### src/rtl/encoder_16to4_seq_if.sv
// Output handshake bundle for encoder_16to4_seq.
//   code  : encoded index of the presented request (master -> slave)
//   valid : code is valid                           (master -> slave)
//   ready : consumer accepts code when valid&&ready (slave -> master)
interface encoder_16to4_seq_if #(
   parameter int CODE_W = 4
);
   logic [CODE_W-1:0] code;
   logic              valid;
   logic              ready;

   modport master (output code, output valid, input ready);
   modport slave  (input code, input valid, output ready);
endinterface

### src/rtl/encoder_16to4_seq.sv
// Sequential 16-to-4 encoder.
// Request lines are merged into a pending register. One index at a time is
// presented on a valid/ready handshake, and the granted pending bit clears
// on acceptance.
//
// Ports:
//   clk     : rising-edge clock
//   rst_n   : asynchronous active-low reset
//   en      : gates request capture and new grants
//   req     : request lines (N bits)
//   bus     : encoder_16to4_seq_if.master (code/valid out, ready in)
//   pending : current pending-request register
//   drop    : registered pulse, a request hit an already-pending bit
//
// Optional build macro ENCODER_ROUND_ROBIN_EN:
//   - defined: rotating priority, with the search starting after the last
//     accepted code.
//   - undefined: fixed priority, lowest index wins.
//
// Only N=16 / CODE_W=4 is supported.
module encoder_16to4_seq #(
   parameter int N      = 16,
   parameter int CODE_W = 4
) (
   input  logic                clk,
   input  logic                rst_n,
   input  logic                en,
   input  logic [N-1:0]        req,
   encoder_16to4_seq_if.master bus,
   output logic [N-1:0]        pending,
   output logic                drop
);

   typedef enum logic {IDLE, PRESENT} state_t;

   state_t            state, state_next;
   logic [CODE_W-1:0] code_q;
   logic [CODE_W-1:0] sel;
   logic [CODE_W-1:0] start;
   logic [CODE_W-1:0] idx;
   logic              accept;
   logic              grant;
   logic [N-1:0]      clr_mask;
   logic [N-1:0]      req_gated;
   logic [N-1:0]      pending_next;

`ifdef ENCODER_ROUND_ROBIN_EN
   logic [CODE_W-1:0] last_q;
   assign start = last_q + 1'b1;
`else
   assign start = '0;
`endif

   assign accept       = (state == PRESENT) && bus.ready;
   assign grant        = (state == IDLE) && en && (pending != '0);
   assign clr_mask     = accept ? ({{(N-1){1'b0}}, 1'b1} << code_q) : '0;
   assign req_gated    = en ? req : '0;
   // A request and a clear on the same bit in the same cycle leave the bit set.
   assign pending_next = (pending & ~clr_mask) | req_gated;

   // The scan visits offsets from high to low. The last hit is kept, so the
   // smallest offset from start wins.
   always_comb begin
      sel = '0;
      idx = '0;
      for (int unsigned i = 0; i < N; i++) begin
         idx = start + CODE_W'(N - 1 - i);
         if (pending[idx]) sel = idx;
      end
   end

   // State register
   always_ff @(posedge clk or negedge rst_n) begin
      if (!rst_n) state <= IDLE;
      else        state <= state_next;
   end

   // Next-state logic
   always_comb begin
      state_next = state;
      case (state)
         IDLE:    if (grant)     state_next = PRESENT;
         PRESENT: if (bus.ready) state_next = IDLE;
         default:                state_next = IDLE;
      endcase
   end

   // Output logic
   always_comb begin
      bus.valid = (state == PRESENT);
      bus.code  = code_q;
   end

   // Datapath registers
   always_ff @(posedge clk or negedge rst_n) begin
      if (!rst_n) begin
         pending <= '0;
         drop    <= 1'b0;
         code_q  <= '0;
      end else begin
         pending <= pending_next;
         drop    <= en && |(req & pending & ~clr_mask);
         if (grant) code_q <= sel;
      end
   end

`ifdef ENCODER_ROUND_ROBIN_EN
   always_ff @(posedge clk or negedge rst_n) begin
      if (!rst_n)      last_q <= '1;
      else if (accept) last_q <= code_q;
   end
`endif

endmodule

### src/flat_wrapper.sv
// flat-port wrapper written by rule: the top's interface ports become plain ports
module encoder_16to4_seq_flat 
#(
   parameter int N      = 16,
   parameter int CODE_W = 4
)
  (clk, rst_n, en, req, pending, drop, bus_code, bus_valid, bus_ready);
  encoder_16to4_seq_if #(.CODE_W(CODE_W)) bus_i ();
  input  logic clk;
  input  logic rst_n;
  input  logic en;
  input  logic [N-1:0] req;
  output logic [N-1:0] pending;
  output logic drop;
  output wire logic [$bits(bus_i.code)-1:0] bus_code;
  output wire logic [$bits(bus_i.valid)-1:0] bus_valid;
  input wire logic [$bits(bus_i.ready)-1:0] bus_ready;
  assign bus_code = bus_i.code;
  assign bus_valid = bus_i.valid;
  assign bus_i.ready = bus_ready;
  encoder_16to4_seq #(.N(N), .CODE_W(CODE_W)) u_core (.clk(clk), .rst_n(rst_n), .en(en), .req(req), .bus(bus_i), .pending(pending), .drop(drop));
endmodule
### config.mk
export PLATFORM = sky130hd
export DESIGN_NAME = encoder_16to4_seq_flat
export DESIGN_NICKNAME = d
export VERILOG_FILES = /design/src/rtl/encoder_16to4_seq_if.sv /design/src/rtl/encoder_16to4_seq.sv /design/src/flat_wrapper.sv
export SDC_FILE = /design/constraint.sdc
export NUM_CORES = 1
export LEC_CHECK = 0
export CORE_MARGIN = 10
export CORE_UTILIZATION = 32
export DETAILED_ROUTE_END_ITERATION = 10
export GPL_TIMING_DRIVEN = 0
export HOLD_SLACK_MARGIN = 0.05
export PLACE_DENSITY = 0.64
export SKIP_CTS_REPAIR_TIMING = 1
export SLEW_MARGIN = 5
export SYNTH_ARGS = -nofsm -noshare
export SYNTH_HDL_FRONTEND = slang
export SYNTH_SLANG_ARGS = --single-unit
### constraint.sdc
create_clock -name clk -period 2.48 [get_ports clk]
set_clock_uncertainty 0.1 [all_clocks]
set_input_delay 0.496 -clock clk [delete_from_list [all_inputs] [get_ports clk]]
set_output_delay 0.496 -clock clk [all_outputs]
set_load 0.01 [all_outputs]
Metal 1:
Supply wires on this layer in grey.
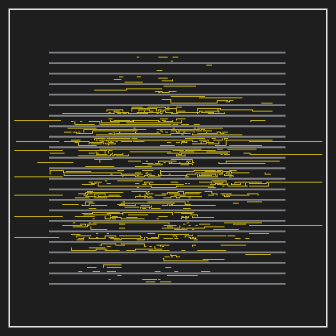
nets with wire on the layer: 174
longest straight run: 26.2 um
share of all routed wire: 45%
M1 GR Usage: 16.1%
final WL: 3890 um
DR vias: 1216

Nets reached from selected ports:
Bar = 20 um.
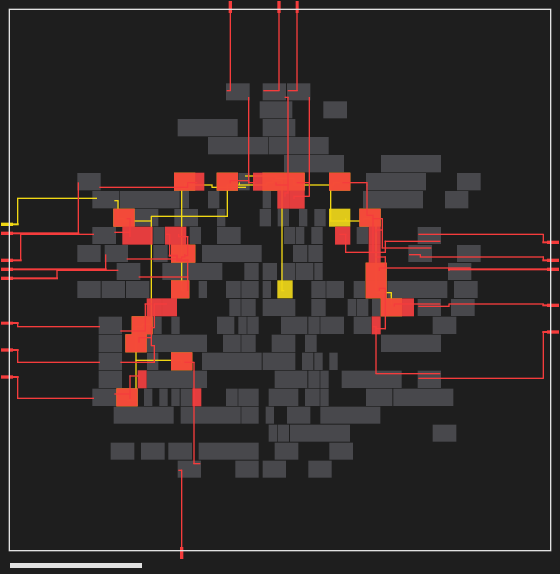
[en] yellow | direction: input | edge: left | end cells: 18 | buffers: 2 | wire: 177 um
[req] red | direction: input | edge: 7 left, 5 right, 3 top, 1 bottom | end cells: 31 | buffers: 16 | wire: 529 um

==> impl_metrics.env <==
# flow metrics
export IMPL_status="complete, no violations"
export IMPL_cp_arrival_ns=2.16
export IMPL_clkCellAreaFrac_pct=3.17
export IMPL_cp_top_family="simple AND/OR/NAND/NOR gates"
export IMPL_io_pins=42
export IMPL_ys_async_sr_fraction_pct=100
export IMPL_top_logic_kind="AND-OR/OR-AND gates"
export IMPL_power_density_nw_per_um2=721
export IMPL_first_global_vias=1274
export IMPL_ys_sh_adder_pct=0
export IMPL_slew_headroom_pct=34.5
export IMPL_coreArea_sq_um=3660
export IMPL_top_cell_area_share_pct=45.1
export IMPL_cp_start_kind="primary input"
export IMPL_drc=0
export IMPL_syn_nets=148
export IMPL_fin_crit_sh_pct=85.1
export IMPL_final_cell_mix="40 x clkdlybuf4s50_1, 22 x dfrtp_1, 15 x a22o_1"
export IMPL_reg2reg_depth=5
export IMPL_grt_setup_unrepaired="false"
export IMPL_cts_root_buffer="clkbuf_8"
export IMPL_finalInstanceArea_sq_um=1740
export IMPL_hold_violations=0
export IMPL_ys_seq_elements=22
export IMPL_tritoncts="yes"
export IMPL_path_cells="clkdlybuf4s50_1 -> and4b_4 -> nand3_2 -> a32oi_1 -> nand4_1 -> o31a_1"
export IMPL_hold_path_startpoint="en"
export IMPL_globalRouteMet3Util_pct=3.82
export IMPL_xor_share_pct=0
export IMPL_fin_crit_ns=2.11
export IMPL_drtAntennaViolNets=0
